## src/rtl/miss_arb_pkg.sv

```systemverilog
// Shared types and helpers for the miss/fill arbiter: FSM state encoding,
// request opcode values and a constant-foldable ceil(log2) helper.
package miss_arb_pkg;

  typedef enum logic [2:0] {
    IDLE,
    ISSUE,
    DRAIN,
    WRITE,
    DONE
  } state_t;

  localparam logic OP_FILL  = 1'b0;
  localparam logic OP_WRITE = 1'b1;

  function automatic int unsigned clog2(input int unsigned value);
    int unsigned r;
    r = 0;
    while ((32'd1 << r) < value) r++;
    return r;
  endfunction

endpackage

```

## src/rtl/rr_arbiter.sv

```systemverilog
// Request picker: fixed priority (lowest index) or round-robin starting at ptr.
// Produces a one-hot winner, its index and an any-request flag.
module rr_arbiter
  import miss_arb_pkg::*;
#(
  parameter int unsigned N_CH    = 2,
  parameter int unsigned RR_MODE = 0,
  parameter int unsigned IDX_W   = (N_CH > 1) ? clog2(N_CH) : 1
) (
  input  logic [N_CH-1:0]  req,
  input  logic [IDX_W-1:0] ptr,
  output logic [N_CH-1:0]  gnt,
  output logic [IDX_W-1:0] idx,
  output logic             any
);

  int unsigned      w_cand;
  logic [IDX_W-1:0] w_pos;

  always_comb begin
    gnt    = '0;
    idx    = '0;
    any    = 1'b0;
    w_cand = 0;
    w_pos  = '0;
    for (int unsigned k = 0; k < N_CH; k++) begin
      if (RR_MODE != 0) begin
        w_cand = 32'(ptr) + k;
        if (w_cand >= N_CH) w_cand = w_cand - N_CH;
      end else begin
        w_cand = k;
      end
      w_pos = IDX_W'(w_cand);
      if (!any && req[w_pos]) begin
        any        = 1'b1;
        gnt[w_pos] = 1'b1;
        idx        = w_pos;
      end
    end
  end

endmodule

```

## src/rtl/miss_fill_arbiter.sv

```systemverilog
// Arbitrates N cache-miss requesters onto one pipelined memory: block fills
// issue one word per cycle and return in order; stores are single-word writes.
module miss_fill_arbiter
  import miss_arb_pkg::*;
#(
  parameter int unsigned N_CH    = 2,
  parameter int unsigned ADDR_W  = 16,
  parameter int unsigned DATA_W  = 16,
  parameter int unsigned WORDS   = 8,
  parameter int unsigned MEM_LAT = 4,
  parameter int unsigned RR_MODE = 0
) (
  input  logic                     clk,
  input  logic                     rst_n,
  input  logic [N_CH-1:0]          req,
  input  logic [N_CH-1:0]          req_wr,
  input  logic [N_CH*ADDR_W-1:0]   req_addr,
  input  logic [N_CH*DATA_W-1:0]   req_wdata,
  output logic [N_CH-1:0]          grant,
  output logic                     fill_we,
  output logic [clog2(WORDS)-1:0]  fill_idx,
  output logic [DATA_W-1:0]        fill_data,
  output logic [N_CH-1:0]          done,
  output logic                     mem_en,
  output logic                     mem_wr,
  output logic [ADDR_W-1:0]        mem_addr,
  output logic [DATA_W-1:0]        mem_wdata,
  input  logic [DATA_W-1:0]        mem_rdata,
  input  logic                     mem_valid
);

  localparam int unsigned IW    = clog2(WORDS);
  localparam int unsigned CW    = IW + 1;
  localparam int unsigned BYTES = DATA_W / 8;
  localparam int unsigned OFF_W = clog2(WORDS * BYTES);
  localparam int unsigned CH_W  = (N_CH > 1) ? clog2(N_CH) : 1;
  localparam logic [ADDR_W-1:0] BLK_MASK = ~ADDR_W'((64'd1 << OFF_W) - 64'd1);

  if (MEM_LAT < 1 || WORDS < 2 || (WORDS & (WORDS - 1)) != 0 || (DATA_W % 8) != 0) begin : g_param_check
    $error("miss_fill_arbiter: illegal parameter combination");
  end

  state_t           r_state, w_state_nxt;
  logic [N_CH-1:0]  r_grant;
  logic [CH_W-1:0]  r_ptr;
  logic [ADDR_W-1:0] r_addr;
  logic [DATA_W-1:0] r_wdata;
  logic [CW-1:0]    r_iss_cnt, r_ret_cnt, w_ret_nxt;
  logic [N_CH-1:0]  w_arb_gnt;
  logic [CH_W-1:0]  w_arb_idx;
  logic             w_arb_any, w_take, w_fill_ok;

  rr_arbiter #(
    .N_CH   (N_CH),
    .RR_MODE(RR_MODE),
    .IDX_W  (CH_W)
  ) u_arb (
    .req(req),
    .ptr(r_ptr),
    .gnt(w_arb_gnt),
    .idx(w_arb_idx),
    .any(w_arb_any)
  );

  // Returns are only accepted while a fill is owned; stale data after reset is dropped.
  assign w_fill_ok = (r_state == ISSUE) || (r_state == DRAIN);
  assign fill_we   = w_fill_ok & mem_valid;
  assign fill_idx  = fill_we ? r_ret_cnt[IW-1:0] : '0;
  assign fill_data = fill_we ? mem_rdata : '0;
  assign w_ret_nxt = r_ret_cnt + CW'(fill_we);
  assign grant     = r_grant;

  always_ff @(posedge clk or negedge rst_n) begin
    if (!rst_n) r_state <= IDLE;
    else        r_state <= w_state_nxt;
  end

  always_comb begin
    w_state_nxt = r_state;
    w_take      = 1'b0;
    mem_en      = 1'b0;
    mem_wr      = 1'b0;
    mem_addr    = '0;
    mem_wdata   = '0;
    done        = '0;
    case (r_state)
      IDLE: begin
        if (w_arb_any) begin
          w_take      = 1'b1;
          w_state_nxt = (req_wr[w_arb_idx] == OP_FILL) ? ISSUE : WRITE;
        end
      end
      ISSUE: begin
        mem_en   = 1'b1;
        mem_addr = (r_addr & BLK_MASK) + ADDR_W'(r_iss_cnt[IW-1:0]) * ADDR_W'(BYTES);
        if (r_iss_cnt == CW'(WORDS - 1)) w_state_nxt = DRAIN;
      end
      DRAIN: begin
        if (w_ret_nxt == CW'(WORDS)) w_state_nxt = DONE;
      end
      WRITE: begin
        mem_en      = 1'b1;
        mem_wr      = 1'b1;
        mem_addr    = r_addr;
        mem_wdata   = r_wdata;
        w_state_nxt = DONE;
      end
      DONE: begin
        done        = r_grant;
        w_state_nxt = IDLE;
      end
      default: w_state_nxt = IDLE;
    endcase
  end

  always_ff @(posedge clk or negedge rst_n) begin
    if (!rst_n) begin
      r_grant   <= '0;
      r_ptr     <= '0;
      r_addr    <= '0;
      r_wdata   <= '0;
      r_iss_cnt <= '0;
      r_ret_cnt <= '0;
    end else begin
      if (w_take) begin
        r_grant   <= w_arb_gnt;
        r_addr    <= req_addr[w_arb_idx*ADDR_W +: ADDR_W];
        r_wdata   <= req_wdata[w_arb_idx*DATA_W +: DATA_W];
        r_iss_cnt <= '0;
        r_ret_cnt <= '0;
        r_ptr     <= (w_arb_idx == CH_W'(N_CH - 1)) ? '0 : w_arb_idx + 1'b1;
      end
      if (r_state == ISSUE) r_iss_cnt <= r_iss_cnt + 1'b1;
      if (fill_we)          r_ret_cnt <= w_ret_nxt;
      if (r_state == DONE) begin
        r_grant   <= '0;
        r_iss_cnt <= '0;
        r_ret_cnt <= '0;
      end
    end
  end

endmodule
```

## config.mk

```make
export PLATFORM = sky130hd
export DESIGN_NAME = miss_fill_arbiter
export DESIGN_NICKNAME = d
export VERILOG_FILES = /design/src/rtl/miss_arb_pkg.sv /design/src/rtl/rr_arbiter.sv /design/src/rtl/miss_fill_arbiter.sv
export SDC_FILE = /design/constraint.sdc
export NUM_CORES = 1
export LEC_CHECK = 0
export ABC_AREA = 1
export ABC_CLOCK_PERIOD_IN_PS = 2220
export CORE_MARGIN = 3
export CORE_UTILIZATION = 30
export CTS_CLUSTER_SIZE = 20
export DETAILED_ROUTE_END_ITERATION = 6
export PLACE_DENSITY_LB_ADDON = 0.12
export SYNTH_ARGS = -nofsm -noshare
export SYNTH_HDL_FRONTEND = slang
export SYNTH_SLANG_ARGS = --single-unit
export TNS_END_PERCENT = 20
```

## constraint.sdc

```tcl
create_clock -name clk -period 2.22 [get_ports clk]
set_input_delay 0.555 -clock clk [delete_from_list [all_inputs] [get_ports clk]]
set_output_delay 0.555 -clock clk [all_outputs]
set_load 0.01 [all_outputs]
```

Figure 1. Signal wires by layer.
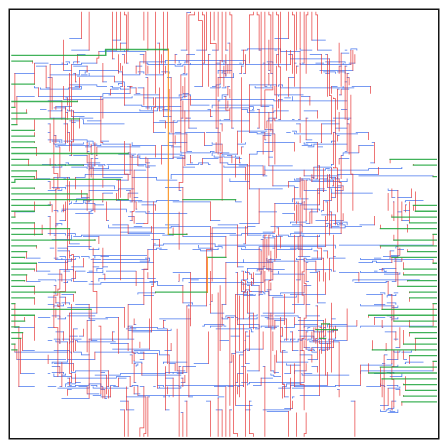
[blue] metal 1 | wire length: 3210 µm
[orange] metal 4 | wire length: 51.7 µm
[green] metal 3 | wire length: 737 µm
[red] metal 2 | wire length: 3550 µm
total routing resource utilization after global routing: 15.4%
Wirelength per Cell: 11.2 µm
drt total wl: 7550 µm

==> impl_summary.log <==
[report] extracting results
INFO  metric ys_ff = between 40 and 50
INFO  metric worst_ir_drop_vdd = ~0.49 mV
INFO  metric synth-area-yosys = around 2700 µm²
INFO  metric floorplan.core_area = around 8500 µm²
INFO  metric rr_endpoint = r_state[2]
INFO  metric numSequentialCells = between 40 and 50
INFO  metric grt_pass1_vias = around 2800
INFO  metric cts_made_buffers = 5
INFO  metric layout_min_cycle_time = ~2.2 ns
INFO  metric groute.layer.met1.usage = 18.6%
INFO  metric postSynthNetCount = 505
INFO  metric seq_area = around 1100 µm²
INFO  metric rsz0062_at_grt = true
INFO  metric critPathRequiredTime = between 1.5 and 2 ns
INFO  metric clock_skew = around 0.0029 ns
INFO  metric critical_path_peak_fanout = 9
INFO  metric nets = approximately 660
INFO  metric worst_setup_path_start_kind = flip-flop
INFO  metric timing.critical_path.slowest_stage_cell = sky130_fd_sc_hd__dfrtp_1
INFO  metric openroad.warnings = 29
INFO  metric route.vias.total = 2910
INFO  metric path_buffers = 3
INFO  metric layout.clock.cell_area_share = approximately 2.0%
INFO  metric worst_hold_slack = about 0.21 ns
INFO  metric cts_tree = done
INFO  metric root_buffer = sky130_fd_sc_hd__clkbuf_8
INFO  metric flip_flop_and_latch_share_of_the_layout_cell_area = approximately 26%
INFO  metric insertion_delay = 0.29 ns
INFO  metric initial_core_util = 31.8%
INFO  metric route.met2.wl = 3550 µm
INFO  metric layout.core_utilization = 51.9%
INFO  metric route.met3.wl = approximately 740 µm
INFO  metric drt_first_pass_iters = 4
INFO  metric worst_hold_path_type = in2async
INFO  metric floorplan.tapcells = approximately 110
INFO  metric ff2ff_setup_slack = about 0.18 ns
INFO  metric reg_clk_slew_reported_paths = approximately 0.09 ns
INFO  metric worst_path_largest_cell_delay = ~0.43 ns
INFO  metric setup.worst_path.end_class = output pin
INFO  metric placed_area = between 4000 and 5000 µm²
INFO  metric crit_arrival = 1.64 ns
INFO  metric port_buffers = ~140
INFO  metric hold_buffer_count_at_cts = 0
INFO  metric worst_r2r_startpoint = r_state[2]
INFO  metric stdcell_count = roughly 670
INFO  metric ctsHtreeMaxLevel = 2
INFO  metric fin_ws = about 0.028 ns
INFO  metric total_leakage_power = between 2 and 2.5 nW
INFO  metric maxSlewViolCount = 0
INFO  metric yosys.stat.seqShare = between 40% and 50%
INFO  metric synth-cells-yosys = between 400 and 500
INFO  metric largest_cell_class = non-clock buffers
INFO  metric non_clock_inverter_count = 72
INFO  metric n_antenna_cell = 0
INFO  metric num_io_pins = around 150
INFO  metric grt-ovfl-total = 0
INFO  metric report.final.setup_viol = 0
INFO  metric crit_chain = inv_2, nand3_1, nand2_2, nand2_4, inv_1, ha_1, dlygate4sd2_1
INFO  metric worst_slew_margin_rel = 67.5%
INFO  metric place.gp.congestion = around 0.77
INFO  metric drive_gt1_share = about a tenth
INFO  metric grt_busiest_layer = met2
INFO  metric viasPerCell = between 4 and 5
INFO  metric ff2ff_path_depth = 15
INFO  metric fp.dieH = 101 µm
INFO  metric post-dp-hpwl = 6010 µm
INFO  metric setup_crit_end = fill_idx[0]
INFO  metric crit_family = buffers and inverters
INFO  metric top_signal_layer_used = met4
INFO  metric global_route_wire_length_before_repair = ~13000 µm
INFO  metric drv_cap = 0
INFO  metric max_slew.worst_pin.slew = approximately 0.5 ns
INFO  metric die_wd = a little over 100 µm
INFO  metric area_share_nonclk_buffers = roughly a third
INFO  metric yosysUniqueCellTypes = 23
INFO  metric pin_count_of_the_biggest_net_entering_global_routing = 37
INFO  metric crit_type = reg2out
INFO  metric tally_of_yosys_warning_messages = 0
INFO  metric post-route-period-util = between 90% and 100%
INFO  metric status = finished, final reports clean
INFO  metric postRouteAntennaNets = 0
INFO  metric post_cts_setup_buffer_count = 0
INFO  metric most_common_logic_cells_in_the_final_layout = 155 x sky130_fd_sc_hd__nand2_1, 87 x sky130_fd_sc_hd__clkdlybuf4s50_1, 67 x sky130_fd_sc_hd__inv_1, 53 x sky130_fd_sc_hd__nor2_1, 45 x sky130_fd_sc_hd__dfrtp_1
INFO  metric power-per-cell-area = between 900 and 1000 nW/µm²
INFO  metric max_freq = 456 MHz
INFO  metric cell_total_after_placement = about 670
INFO  metric stages_on_the_worst_setup_path = 7
INFO  metric detailedPlace.worstSlack = -0.352 ns
INFO  metric clock_path_buffers = 2
INFO  metric syn-cell-area = approximately 2700 µm²
INFO  metric die-area = 10200 µm²
INFO  metric comb_area = 1230 µm²
INFO  metric filler_cell_count = roughly 860
INFO  metric final_instance_area = between 4000 and 5000 µm²
INFO  metric met1_length = between 3000 and 4000 µm
INFO  metric dr.first_iter.drc_count = roughly 80
INFO  metric non_clock_buffer_count = ~170
INFO  metric layout_top_cell = sky130_fd_sc_hd__nand2_1
INFO  metric numClockSinks = about 45
INFO  metric synthCells = roughly 410
INFO  metric num_rows = 33
INFO  metric final.setup.tns = 0 ns
INFO  metric multi_input_logic_portion_of_the_cell_area = between 20 and 30%
INFO  metric cts-resized-gates = roughly 60
INFO  metric synth.avg_cell_area = between 6 and 7 µm²
INFO  metric use_met3 = just under 5%
INFO  metric route.detailed.drc = 0
INFO  metric globalRouteMet2Util = 26.5%
INFO  metric timing.critical_path.from = r_state[2]
INFO  metric clock_buffer_count = 6
INFO  metric num-multi-input-gates = 280
INFO  metric power = between 0.004 and 0.005 W
INFO  metric hold_viol = 0
INFO  metric antenna_found_initial = 0
INFO  metric area_overhead_vs_synth = 63.2%
Figure 2. A small window of the routed layout.
Window x 30 to 70, y 10 to 50 µm. Cells in grey, sequential cells in the stronger grey; small squares are vias.
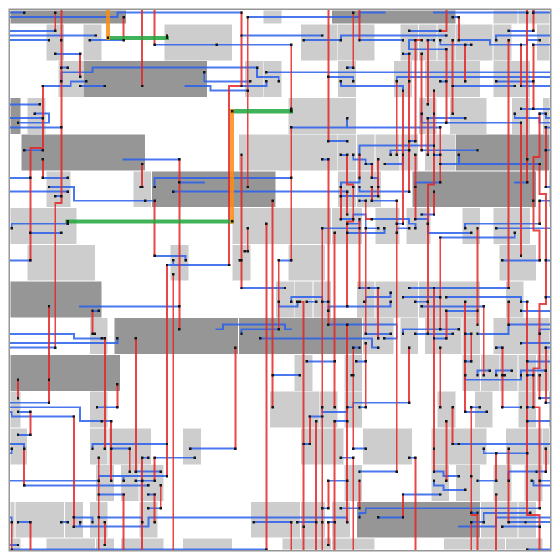
[green] metal 3
[orange] metal 4
[red] metal 2
[blue] metal 1
most frequent: nand2_1 (26), inv_1 (16), nor2_1 (12)
netlist names of flops here include: r_addr (5), grant (2), r_state (2)
cells with their middle in the window: 106
sequential cells in the window: 10

==> logic make-up after synthesis <==
kind of cell    after synthesis  share of synthesized area [%]
buf+inv                      89                           13.4
compound gates               52                           10.2
simple gates                223                           32.4
flops                        45                           41.8
fa+ha+maj                     4                           1.86
xor+xnor                      1                          0.325
==> cells in the mapped netlist <==
library cell	number	area (µm²)
sky130_fd_sc_hd__o21ai_2	1	8.76
sky130_fd_sc_hd__nand2_1	156	586
sky130_fd_sc_hd__nor2_2	1	6.26
sky130_fd_sc_hd__buf_2	7	35.0
sky130_fd_sc_hd__dfrtp_1	45	1130
sky130_fd_sc_hd__o21ai_1	36	180
sky130_fd_sc_hd__inv_2	5	18.8
sky130_fd_sc_hd__nand4_1	1	6.26
sky130_fd_sc_hd__nor2_4	1	11.3
sky130_fd_sc_hd__o22ai_1	6	37.5
sky130_fd_sc_hd__nor2_1	53	199
sky130_fd_sc_hd__nand3_1	7	35.0
sky130_fd_sc_hd__o21ai_0	5	25.0
sky130_fd_sc_hd__buf_6	1	11.3
sky130_fd_sc_hd__a21boi_0	1	7.51
sky130_fd_sc_hd__a21oi_1	3	15.0
sky130_fd_sc_hd__clkbuf_1	6	22.5
sky130_fd_sc_hd__buf_4	3	22.5
sky130_fd_sc_hd__xnor2_1	1	8.76
sky130_fd_sc_hd__nand2_4	1	11.3
sky130_fd_sc_hd__ha_1	4	50.1
sky130_fd_sc_hd__inv_1	67	251
sky130_fd_sc_hd__nand2_2	3	18.8
==> flip-flops by register name, indices dropped and copies added (netlist names) <==
name / cells
grant: 2
r_addr: 16
r_iss_cnt: 4
r_ret_cnt: 4
r_state: 3
r_wdata: 16
==> where the power goes <==
group / switching [W] / internal [W]
Sequential: 0.000142 / 0.00117
Clock: 0.000277 / 0.000247
Combinational: 0.00125 / 0.00101
Total: 0.00167 / 0.00243
Power figures rest on the tool's default switching activity, not on a simulated workload.
